--- config.mk ---
export PLATFORM = sky130hd
export DESIGN_NAME = softmax_stream
export DESIGN_NICKNAME = d
export VERILOG_FILES = /design/src/rtl/softmax_stream.sv
export SDC_FILE = /design/constraint.sdc
export NUM_CORES = 1
export LEC_CHECK = 0
export ABC_AREA = 0
export CORE_MARGIN = 2
export CORE_UTILIZATION = 40
export DETAILED_ROUTE_END_ITERATION = 12
export GPL_TIMING_DRIVEN = 0
export PLACE_DENSITY = 0.65
export SLEW_MARGIN = 25
export SYNTH_ARGS = -nofsm -noshare
export SYNTH_HDL_FRONTEND = slang
export SYNTH_SLANG_ARGS = --single-unit
--- constraint.sdc ---
create_clock -name clk -period 8.85 [get_ports clk]
set_input_delay 0.885 -clock clk [delete_from_list [all_inputs] [get_ports clk]]
set_output_delay 0.885 -clock clk [all_outputs]
set_load 0.02 [all_outputs]
--- src/rtl/softmax_stream.sv ---
// Element-serial fixed-point softmax: load a vector, apply a base-2 exp approximation, then
// normalise each element with a restoring divider and stream it out under valid/ready handshakes.
module softmax_stream #(
    parameter int N      = 64,
    parameter int IN_W   = 16,
    parameter int FRAC   = 8,
    parameter int EXP_FB = 15,
    parameter int OUT_W  = 16
) (
    input  logic                       clk,
    input  logic                       rst,
    input  logic [$clog2(N+1)-1:0]     cfg_len,
    input  logic                       in_valid,
    output logic                       in_ready,
    input  logic signed [IN_W-1:0]     in_data,
    output logic                       out_valid,
    input  logic                       out_ready,
    output logic [OUT_W-1:0]           out_data,
    output logic                       out_last,
    output logic                       busy
);

    localparam int unsigned LEN_W = $clog2(N + 1);
    localparam int unsigned IDX_W = (N > 1) ? $clog2(N) : 1;
    localparam int unsigned EXP_W = EXP_FB + 1;
    localparam int unsigned BUF_W = (IN_W > EXP_W) ? IN_W : EXP_W;
    localparam int unsigned SUM_W = EXP_FB + 1 + ((N > 1) ? $clog2(N) : 0);
    localparam int unsigned CNT_W = $clog2(OUT_W + 1);
    localparam int unsigned F_SH  = EXP_FB - FRAC - 1;

    localparam logic signed [IN_W-1:0] MAX_INIT = {1'b1, {(IN_W-1){1'b0}}};
    localparam logic [EXP_W-1:0]       E_ONE    = {1'b1, {EXP_FB{1'b0}}};

    typedef enum logic [1:0] {S_LOAD, S_EXP, S_DIV, S_OUT} state_t;

    state_t                   state;
    logic [BUF_W-1:0]         buf_mem [N];
    logic [LEN_W-1:0]         idx;
    logic [LEN_W-1:0]         len_q;
    logic signed [IN_W-1:0]   max_q;
    logic [SUM_W-1:0]         sum_q;
    logic [CNT_W-1:0]         cnt;
    logic [SUM_W-1:0]         rem;
    logic [OUT_W-1:0]         lo;

    logic [IDX_W-1:0]         addr;
    logic [LEN_W-1:0]         len_in_c;
    logic [LEN_W-1:0]         len_cur_c;
    logic                     last_load_c;
    logic                     in_hs_c;
    logic signed [IN_W-1:0]   elem_c;
    logic [IN_W-1:0]          d_c;
    logic [IN_W-FRAC-1:0]     k_c;
    logic [FRAC-1:0]          f_c;
    logic [EXP_W-1:0]         base_c;
    logic [EXP_W-1:0]         e_c;
    logic [EXP_W-1:0]         ev_c;
    logic [SUM_W:0]           t_c;
    logic                     ge_c;
    logic [SUM_W-1:0]         rem_n_c;

    assign addr    = idx[IDX_W-1:0];
    assign in_hs_c = in_valid && in_ready;

    // Clamp the requested length into 1..N; it only counts on the first element of a vector.
    always_comb begin
        len_in_c = cfg_len;
        if (cfg_len == '0) begin
            len_in_c = LEN_W'(1);
        end else if (cfg_len > LEN_W'(N)) begin
            len_in_c = LEN_W'(N);
        end
    end

    assign len_cur_c   = (idx == '0) ? len_in_c : len_q;
    assign last_load_c = (idx == len_cur_c - LEN_W'(1));

    // Linear 2^-x approximation: integer part is a shift, fraction f gives 1 - f/2.
    assign elem_c = buf_mem[addr][IN_W-1:0];
    assign d_c    = IN_W'(max_q - elem_c);
    assign k_c    = d_c[IN_W-1:FRAC];
    assign f_c    = d_c[FRAC-1:0];
    assign base_c = E_ONE - (EXP_W'(f_c) << F_SH);
    assign e_c    = (k_c > (IN_W-FRAC)'(EXP_FB)) ? '0 : (base_c >> k_c);

    // One restoring-division step; lo shifts dividend bits out and quotient bits in.
    assign ev_c    = buf_mem[addr][EXP_W-1:0];
    assign t_c     = {rem, lo[OUT_W-1]};
    assign ge_c    = (t_c >= {1'b0, sum_q});
    assign rem_n_c = ge_c ? SUM_W'(t_c - {1'b0, sum_q}) : SUM_W'(t_c);

    always_ff @(posedge clk) begin
        if (!rst) begin
            if (state == S_LOAD && in_hs_c) begin
                buf_mem[addr] <= BUF_W'(in_data);
            end else if (state == S_EXP) begin
                buf_mem[addr] <= BUF_W'(e_c);
            end
        end
    end

    always_ff @(posedge clk) begin
        if (rst) begin
            state     <= S_LOAD;
            idx       <= '0;
            len_q     <= LEN_W'(1);
            max_q     <= MAX_INIT;
            sum_q     <= '0;
            cnt       <= '0;
            rem       <= '0;
            lo        <= '0;
            in_ready  <= 1'b1;
            out_valid <= 1'b0;
            out_data  <= '0;
            out_last  <= 1'b0;
            busy      <= 1'b0;
        end else begin
            case (state)
                S_LOAD: begin
                    if (in_hs_c) begin
                        busy <= 1'b1;
                        if (idx == '0) begin
                            len_q <= len_in_c;
                        end
                        if (in_data > max_q) begin
                            max_q <= in_data;
                        end
                        if (last_load_c) begin
                            in_ready <= 1'b0;
                            idx      <= '0;
                            sum_q    <= '0;
                            state    <= S_EXP;
                        end else begin
                            idx <= idx + LEN_W'(1);
                        end
                    end
                end
                S_EXP: begin
                    sum_q <= sum_q + SUM_W'(e_c);
                    if (idx == len_q - LEN_W'(1)) begin
                        idx   <= '0;
                        cnt   <= '0;
                        state <= S_DIV;
                    end else begin
                        idx <= idx + LEN_W'(1);
                    end
                end
                S_DIV: begin
                    if (cnt == '0) begin
                        rem <= SUM_W'(ev_c >> 1);
                        lo  <= {ev_c[0], {(OUT_W-1){1'b0}}};
                        cnt <= CNT_W'(1);
                    end else begin
                        rem <= rem_n_c;
                        lo  <= {lo[OUT_W-2:0], ge_c};
                        if (cnt == CNT_W'(OUT_W)) begin
                            out_data  <= {lo[OUT_W-2:0], ge_c};
                            out_valid <= 1'b1;
                            out_last  <= (idx == len_q - LEN_W'(1));
                            state     <= S_OUT;
                        end else begin
                            cnt <= cnt + CNT_W'(1);
                        end
                    end
                end
                S_OUT: begin
                    if (out_ready) begin
                        out_valid <= 1'b0;
                        out_last  <= 1'b0;
                        if (out_last) begin
                            idx      <= '0;
                            max_q    <= MAX_INIT;
                            in_ready <= 1'b1;
                            busy     <= 1'b0;
                            state    <= S_LOAD;
                        end else begin
                            idx   <= idx + LEN_W'(1);
                            cnt   <= '0;
                            state <= S_DIV;
                        end
                    end
                end
                default: state <= S_LOAD;
            endcase
        end
    end

endmodule

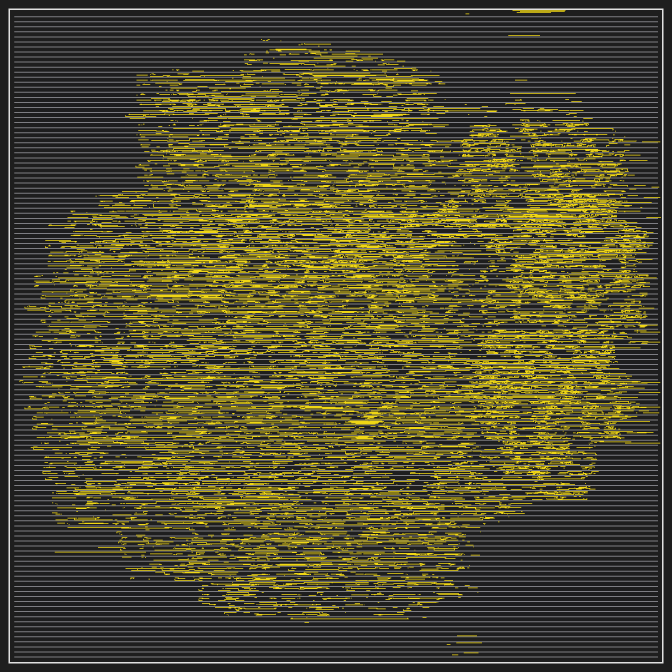
layer_met1.png
Supply wires on this layer in grey.
wire length on this layer	52.2 mm
nets with wire on the layer	3015
share of all routed wire	40%
main direction	horizontal
Post-Route WL: 131000 um
vias after detailed routing: 27614
met1 Track Usage GR: 0.293

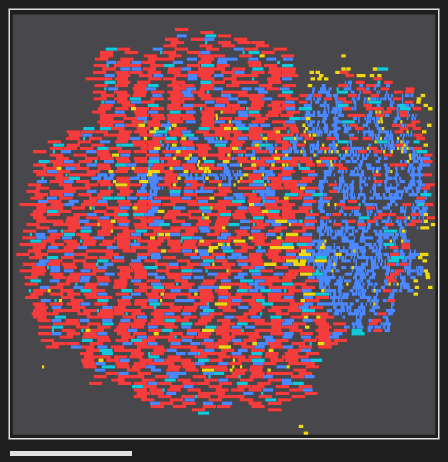
placement_by_type.png
Scale bar: 100 um. Fill, decap, tap and diode cells in grey.
class	colour	cells	share of their area
clock drivers and dummy loads	cyan	213	6.6%
remaining buffers and delay cells	yellow	247	4.3%
combinational and other logic	blue	1489	28%
sequential cells	red	1147	61%
row cnt: 127
final core utilization: 0.471
post-route cell area: 0.0565 mm^2
Seq/total area: 0.588

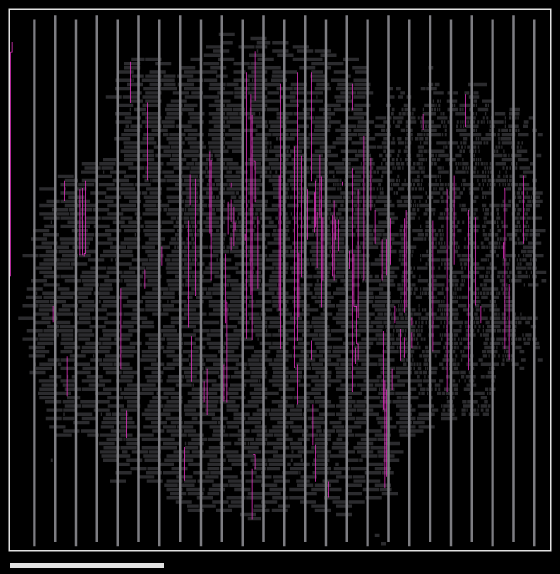
layer_met4.png
Scale bar: 100 um. Supply wires on this layer in grey. Cells faint in the background.
share of all routed wire	3.6%
longest straight run	175 um
main direction	vertical
nets with wire on the layer	59

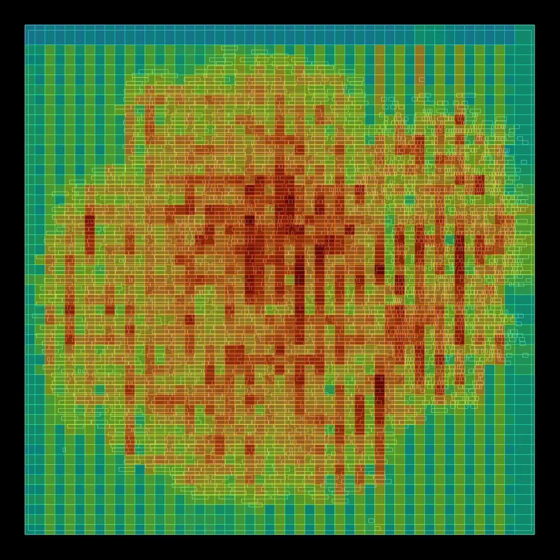
congestion.png
met2 usage: 0.339
DR WL/cell: 27.7 um
Top Usage Layer GRT: met2

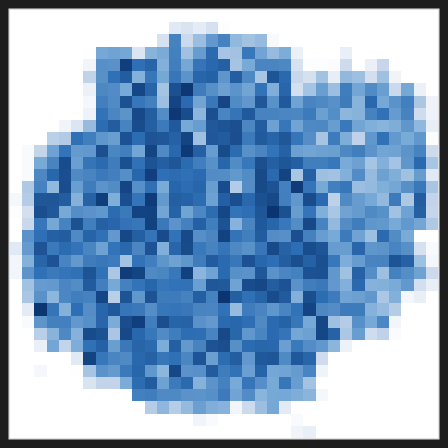
cell_density.png
35 x 35 tiles, from white (low) to dark blue (high), 0 to 100% covered.
mean over tiles	44%
tiles over 75% full	20%
fullest tile	98%
nearly empty tiles	28%
CORE AREA: 0.120 mm^2
Initial Util: 0.403

==> run summary <==
Outcome: finished, final reports clean
Slew of the pin with the lowest slew margin: 1.12 ns
Pin count of the biggest net entering global routing: 65
Mapped Area: 0.0484 mm^2
Comb area share: 0.266
Number of global-route vias before repair: 26718
Yosys stat chip area: 0.0484 mm^2
# Cells Yosys: 2772
Avg Cell Area, Syn: 17.5 um^2
Clk sinks: 1147
Pwr Total: 12.5 mW
Top area cell types: edfxtp_1 64%, mux4_2 15%, dfxtp_1 5.1%
Iteration-0 DRC Markers: 3545
Max Freq: 118 MHz
DRC viols: 0
H-tree depth: 3
Clock-pin slew on the worst setup and hold paths: 0.06 ns
Cell with the most instances after synthesis: edfxtp_1
ANT nets after route: 0
Worst clock skew: 0.0487 ns
Top cells excl fill/tap: 1024 x edfxtp_1, 332 x mux4_2, 146 x nand2_1, 135 x nor2_1, 123 x dfxtp_1
FF-to-FF path depth: 30
Clock Power Share: 0.377
Final Hold Vio Count: 0
Seq. pwr: 5.95 mW
Internal reg-to-reg setup slack: 0.35 ns
Commonest Layout Cell: edfxtp_1
Crit path top cell by count: mux4_2
Worst Path Max Fanout: 19
Clock Latency Late Sink: 0.73 ns
Clk root buf: clkbuf_16
Min-delay worst type: reg -> reg
Leak Pwr: 17.9 nW
WL met2: 61900 um
Internal Dissipation: 9.29 mW
Final hold slack: 0.456 ns
Port Buf Inserts: 46
Power figures rest on the tool's default switching activity, not on a simulated workload.
